Figure 1. The metal 3 layer (run 1).
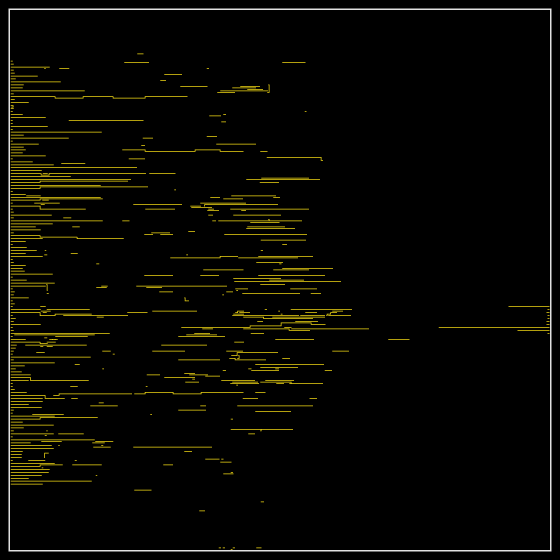
Figure 2. M2 wires (run 1).
Bar = 50 um.
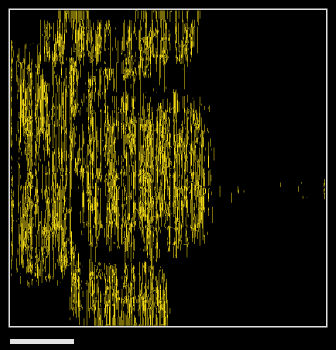
Figure 3. Track usage over the die (run 1).
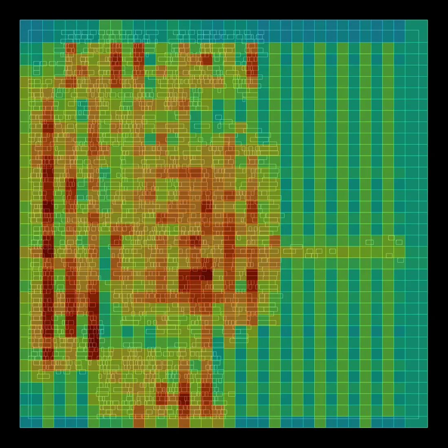
$ cat src/rtl/rv_branch_predictor.sv
// rv_branch_predictor: 2-bit saturating-counter branch predictor with a
// registered PC redirect on mispredict and saturating branch/mispredict
// event counters. The table is held in flops so reset can restore every
// entry in a single cycle.
module rv_branch_predictor #(
  parameter  int ENTRIES = 64,
  localparam int IDX_W   = $clog2(ENTRIES)
) (
  input  logic        clk_i,
  input  logic        rst_i,
  input  logic [63:0] if_pc_i,
  output logic        if_pred_taken_o,
  input  logic        ex_valid_i,
  input  logic        ex_branch_i,
  input  logic [63:0] ex_pc_i,
  input  logic [63:0] ex_target_i,
  input  logic        ex_taken_i,
  input  logic        ex_pred_taken_i,
  output logic        redirect_o,
  output logic [63:0] redirect_pc_o,
  output logic [31:0] br_cnt_o,
  output logic [31:0] mispred_cnt_o
);

  logic [1:0]         r_table [ENTRIES];
  logic               r_redirect;
  logic [63:0]        r_redirect_pc;
  logic [31:0]        r_br_cnt;
  logic [31:0]        r_mispred_cnt;

  logic [IDX_W-1:0]   w_if_idx;
  logic [IDX_W-1:0]   w_ex_idx;
  logic               w_res;
  logic               w_mis;
  logic [1:0]         w_ctr_old;
  logic [1:0]         w_ctr_next;
  logic [ENTRIES-1:0] w_we;
  logic               w_unused_bits;

  // Word-aligned PC bits select the counter; low two bits never matter.
  assign w_if_idx      = if_pc_i[IDX_W+1:2];
  assign w_ex_idx      = ex_pc_i[IDX_W+1:2];
  assign w_unused_bits = ^{if_pc_i[63:IDX_W+2], if_pc_i[1:0]};

  // The instruction in execute during a redirect cycle is wrong-path.
  assign w_res = ex_valid_i & ex_branch_i & ~r_redirect;
  assign w_mis = w_res & (ex_taken_i != ex_pred_taken_i);

  // Fetch reads the stored value only, so a same-cycle write is not seen.
  assign if_pred_taken_o = r_table[w_if_idx][1];

  assign w_ctr_old = r_table[w_ex_idx];

  // Saturating increment on taken, saturating decrement on not-taken.
  always_comb begin
    w_ctr_next = w_ctr_old;
    if (ex_taken_i) begin
      if (w_ctr_old != 2'b11) w_ctr_next = w_ctr_old + 2'd1;
    end else begin
      if (w_ctr_old != 2'b00) w_ctr_next = w_ctr_old - 2'd1;
    end
  end

  genvar gi;
  generate
    for (gi = 0; gi < ENTRIES; gi++) begin : g_we
      assign w_we[gi] = w_res & (w_ex_idx == IDX_W'(gi));
    end
  endgenerate

  // Counter table: all entries return to weak-not-taken on reset.
  always_ff @(posedge clk_i) begin
    for (int i = 0; i < ENTRIES; i++) begin
      if (rst_i) begin
        r_table[i] <= 2'b01;
      end else if (w_we[i]) begin
        r_table[i] <= w_ctr_next;
      end
    end
  end

  // Registered redirect: single-cycle pulse, PC held between pulses.
  always_ff @(posedge clk_i) begin
    if (rst_i) begin
      r_redirect    <= 1'b0;
      r_redirect_pc <= 64'd0;
    end else begin
      r_redirect <= w_mis;
      if (w_mis) begin
        r_redirect_pc <= ex_taken_i ? ex_target_i : (ex_pc_i + 64'd4);
      end
    end
  end

  // Event counters stick at all-ones instead of wrapping.
  always_ff @(posedge clk_i) begin
    if (rst_i) begin
      r_br_cnt      <= 32'd0;
      r_mispred_cnt <= 32'd0;
    end else begin
      if (w_res && (r_br_cnt != 32'hFFFF_FFFF)) begin
        r_br_cnt <= r_br_cnt + 32'd1;
      end
      if (w_mis && (r_mispred_cnt != 32'hFFFF_FFFF)) begin
        r_mispred_cnt <= r_mispred_cnt + 32'd1;
      end
    end
  end

  assign redirect_o    = r_redirect;
  assign redirect_pc_o = r_redirect_pc;
  assign br_cnt_o      = r_br_cnt;
  assign mispred_cnt_o = r_mispred_cnt;

endmodule

$ cat config.mk
export PLATFORM = sky130hd
export DESIGN_NAME = rv_branch_predictor
export DESIGN_NICKNAME = d
export VERILOG_FILES = /design/src/rtl/rv_branch_predictor.sv
export SDC_FILE = /design/constraint.sdc
export NUM_CORES = 1
export LEC_CHECK = 0
export ABC_AREA = 0
export CORE_MARGIN = 5
export CORE_UTILIZATION = 25
export CTS_CLUSTER_SIZE = 8
export DETAILED_ROUTE_END_ITERATION = 10
export SYNTH_ARGS = -nofsm -noshare
export SYNTH_HDL_FRONTEND = slang
export SYNTH_SLANG_ARGS = --single-unit
$ cat constraint.sdc
create_clock -name clk_i -period 4.3 [get_ports clk_i]
set_clock_uncertainty 0.05 [all_clocks]
set_input_delay 0.645 -clock clk_i [delete_from_list [all_inputs] [get_ports clk_i]]
set_output_delay 0.645 -clock clk_i [all_outputs]
set_load 0.005 [all_outputs]
==> impl_metrics.yaml, run 1 <==
# flow metrics
power:
  p_per_area_nw_per_um2: 328
  seq_power_mw: 2.65
  p_leak_nw: 5.73
  p_int_mw: 4.65
  p_clk_mw: 2.75
layout:
  fin_nets: 1886
  layout_top_cell: "clkdlybuf4s50_1"
  buffers: 327
  n_antenna_cell: 0
  layout_top_cells: "clkdlybuf4s50_1, dfxtp_1, edfxtp_1, nand2_1, nand3_1"
  flop_area_um2: 6430
floorplan:
  fp.dieW_um: 248
  num_rows: 87
synthesis:
  synthArstFlopShare_pct: 0
  synthAoiAreaFrac_pct: 13.0
  ys_top_logic_family: "simple AND/OR/NAND/NOR gates"
  top_area_cell: "edfxtp_1"
  synth_stat.cells: 1444
  xor_area_share_pct: 5.74
  flop_cell: "dfxtp_1"
  synth.most_common_cell: "dfxtp_1"
  edf_count: 128
  adder_share_pct: 0.679
place:
  post-place-ws_ps: 96.0
  dp_cells: 2397
final_timing:
  fin_crit_sh_pct: 91.2
  finalSetupViolCount: 0
  worst_slew_pin_slew_ps: 1040
  drv_slew: 0
  fin_ws_ps: 378
grt:
  grt_pass1_wl_um: 76400
worst_setup_path:
  cpPeakStageDelay_ps: 540
  r2r_slack_ps: 1460
  crit_path_frequent_cell: "mux4_2"
  crit_chain: "clkdlybuf4s50_1 -> buf_12 -> mux4_2 -> mux4_2 -> mux4_2 -> clkdlybuf4s50_1"
  endpoint_kind: "output pin"
  crit_family: "multiplexers"
  crit_buf_inv: 3
routing:
  drt_first_pass_iters: 6
run_status:
  status: "finished clean"
Notes on Figure 1 above:
The wires run mostly horizontal. 286 nets have wire on it. The longest straight run is 57.7 um.
DR vias: 12,900
GR Util met3: 4.41%
total wire length: 50,700 um

Notes on Figure 2 above:
The layer carries 23.7 mm of wire. The longest straight run is 92.0 um. The wires run mostly vertical. 1,593 nets have wire on it. The layer holds 47% of the routed length.
M2 GR Usage: 25.7%

Notes on Figure 3 above:
GRT Total Usage: 15.7%
final core utilization: 33.6%
Routed WL per cell: 20.6 um

==> run 1: what timing repair did <==
item | in CTS | in global routing
endpoints found under the setup margin | 0 | 1
hold buffers | 0 | 0
resized | 0 | 1
==> run 1: registers in the layout (all words and copies together) (netlist names) <==
name           flops
br_cnt_o          32
mispred_cnt_o     32
r_table          128
redirect_o         1
redirect_pc_o     64
==> run 1: worst paths after layout <==
check | startpoint | endpoint | cells after the start
setup / recovery | if_pc_i[3] | if_pred_taken_o | 6
hold / removal | redirect_pc_o[6]$_SDFFE_PP0P_ | redirect_pc_o[6]$_SDFFE_PP0P_ | 2
setup reg to reg | r_table[63][1]$_SDFFCE_PN0P_ | r_table[52][0]$_SDFFCE_PN1P_ | 7
hold reg to reg | redirect_pc_o[6]$_SDFFE_PP0P_ | redirect_pc_o[6]$_SDFFE_PP0P_ | 2
## Run 2: what changed since run 1
--- a/config.mk
+++ b/config.mk
@@ -10,6 +10,7 @@
 export CORE_UTILIZATION = 25
 export CTS_CLUSTER_SIZE = 8
 export DETAILED_ROUTE_END_ITERATION = 10
+export SKIP_LAST_GASP = 1
 export SYNTH_ARGS = -nofsm -noshare
 export SYNTH_HDL_FRONTEND = slang
 export SYNTH_SLANG_ARGS = --single-unit
Figure 4. Sequential cells colored by netlist name (run 2).
Bar = 50 um. Other sequential cells in the stronger gray, the rest of the logic in the fainter gray.
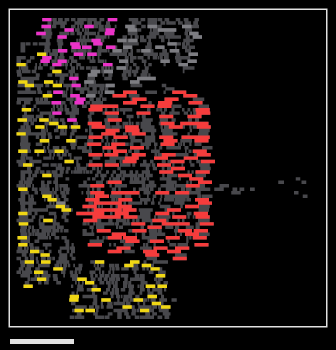
Key: magenta = mispred_cnt_o [sequential cells 32, where north-west]; red = r_table [sequential cells 128, where center]; yellow = redirect_pc_o [sequential cells 64]
Register Area: 6430 um^2
Flop+latch power: 2.65 mW
fraction of area in registers: 34.0%

==> impl_metrics.yaml, run 2 <==
# flow metrics
run_status:
  status: "finished clean"
worst_setup_path:
  r2r_slack_ps: 1460
  r2r-start: "r_table[63][1]$_SDFFCE_PN0P_"
  rr_endpoint: "r_table[52][0]$_SDFFCE_PN1P_"
  crit_end: "if_pred_taken_o"
  cpPeakStageDelay_ps: 540
  worstSetupStartpoint: "if_pc_i[3]"
  reg2reg_depth: 7
grt:
  grt_pass1_wl_um: 76400
  grt_util_met2_pct: 25.7
  grt_use_met3_pct: 4.41
synthesis:
  synthAoiAreaFrac_pct: 13.0
  flop_cell: "dfxtp_1"
  adder_share_pct: 0.679
  synth.most_common_cell: "dfxtp_1"
  synthArstFlopShare_pct: 0
  xor_area_share_pct: 5.74
  ys_top_logic_family: "simple AND/OR/NAND/NOR gates"
clock_tree:
  cts-resized-gates: 0
  cts_hold_buf: 0
layout:
  final_util_pct: 33.6
  largest-register: "r_table"
  n_antenna_cell: 0
  fin_nets: 1886
  largest_register_ffs: 128
final_timing:
  fin_crit_sh_pct: 91.2
  fin_ws_ps: 378
  worst_slew_pin_slew_ps: 1040
  drv_slew: 0
  finalSetupViolCount: 0
power:
  p_leak_nw: 5.73
  p_per_area_nw_per_um2: 328
floorplan:
  num_rows: 87
hold_path:
  holdPathEnd: "redirect_pc_o[6]$_SDFFE_PP0P_"
  min-delay-start: "redirect_pc_o[6]$_SDFFE_PP0P_"
  whs_path_depth: 2
routing:
  wl_per_cell_um: 20.6
  drt_first_pass_iters: 6
  via_count: 12900
  wl_um: 50700
place:
  dp_cells: 2397
## run 2: cell counts after synthesis
Identical to the previous run, type by type.
## run 2: power by group through the flow
stage,clock (mW),combinational [mW],sequential (mW)
2_1_floorplan,0,0.408,2.69
3_3_place_gp,0,0.783,2.70
3_5_place_dp,0,0.790,2.70
4_1_cts,2.81,0.794,2.65
5_1_grt,2.91,0.851,2.66
6_report,2.75,0.799,2.65
## run 2: critical path: cells and delay by family
kind | cells | cell delay, ps
buf+inv | 3 | 1180
mux | 3 | 1390
## run 2: cells by family after synthesis
logic type,after synthesis
xor gates and xnor gates,93
and+or+nand+nor,606
adders and majority gates,8
AOI/OAI and AO/OA,270
buffers and inverters,147
DFF,257
muxes,63
## Run 3: what changed since run 2
--- a/config.mk
+++ b/config.mk
@@ -6,7 +6,7 @@
 export NUM_CORES = 1
 export LEC_CHECK = 0
 export ABC_AREA = 0
-export CORE_MARGIN = 5
+export CORE_MARGIN = 2
 export CORE_UTILIZATION = 25
 export CTS_CLUSTER_SIZE = 8
 export DETAILED_ROUTE_END_ITERATION = 10
Figure 5. Track usage over the die (run 3).
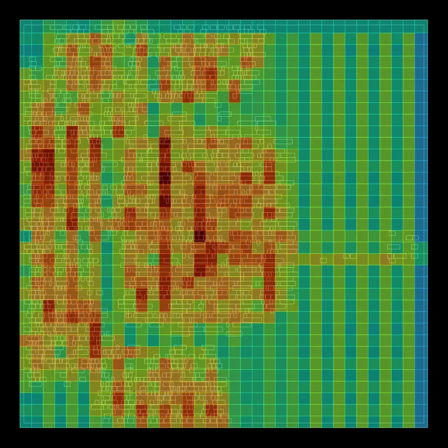
Routed WL per cell: 20.3 um
M2 GR Usage: 26.9%
GR Util met3: 4.61%
busiest metal layer after global routing: met2

==> impl_metrics.yaml, run 3 <==
# flow metrics
run_status:
  status: "finished clean"
layout:
  n_antenna_cell: 0
  sh_seq_area_pct: 34.1
  largest_register_ffs: 128
  flop_area_um2: 6430
  final_cells: 2453
  final_util_pct: 33.5
  largest-register: "r_table"
  fin_nets: 1879
hold_path:
  holdPathEnd: "redirect_pc_o[20]$_SDFFE_PP0P_"
  min-delay-start: "redirect_pc_o[20]$_SDFFE_PP0P_"
  whs_path_depth: 2
worst_setup_path:
  r2r-start: "r_table[59][0]$_SDFFCE_PN1P_"
  crit_buf_inv: 3
  cp_num_cells: 6
  cpPeakStageDelay_ps: 570
  reg2reg_depth: 7
  worstSetupStartpoint: "if_pc_i[2]"
  crit_family: "multiplexers"
  rr_endpoint: "r_table[2][1]$_SDFFCE_PN0P_"
  r2r_slack_ps: 1340
  crit_end: "if_pred_taken_o"
final_timing:
  worst_slew_pin_slew_ps: 989
  drv_slew: 0
  finalSetupViolCount: 0
  holdWs_ps: 403
  fin_crit_sh_pct: 96.8
  max_freq_mhz: 240
clock_tree:
  cts-resized-gates: 0
  cts_hold_buf: 0
  postCtsSetupBuffers: 0
routing:
  via_count: 12900
  wl_um: 49800
  drt_first_pass_iters: 6
power:
  p_leak_nw: 5.69
  top_power_group: "the clock network"
  seq_power_mw: 2.65
  pg_comb_mw: 0.798
  p_per_area_nw_per_um2: 330
  p_clk_mw: 2.77
synthesis:
  flop_cell: "dfxtp_1"
  synth.most_common_cell: "dfxtp_1"
  synthArstFlopShare_pct: 0
floorplan:
  num_rows: 87
grt:
  grt_pass1_wl_um: 75400
place:
  dp_cells: 2391
-- run 3: cell counts after synthesis --
Identical to the previous run, type by type.
-- run 3: layer usage --
layer,track usage [%],up-vias,wire length [um]
li1,-,5923,-
met1,20.4,6301,20400
met2,26.9,549,23300
met3,4.61,91,4560
met4,5.74,0,1560
met5,0,-,0
-- run 3: cell families (layout without fill, tap and decap cells) --
| family | after synthesis | count (layout) | synth area share (%) |
|---|---|---|---|
| simple gates | 606 | 606 | 21.9 |
| compound gates | 270 | 270 | 13.0 |
| flops | 257 | 257 | 45.3 |
| buf+inv | 147 | 400 | 4.33 |
| xor+xnor | 93 | 93 | 5.74 |
| mux | 63 | 63 | 9.12 |
| fa+ha+maj | 8 | 8 | 0.679 |
Power is estimated from default activity; no workload was simulated.
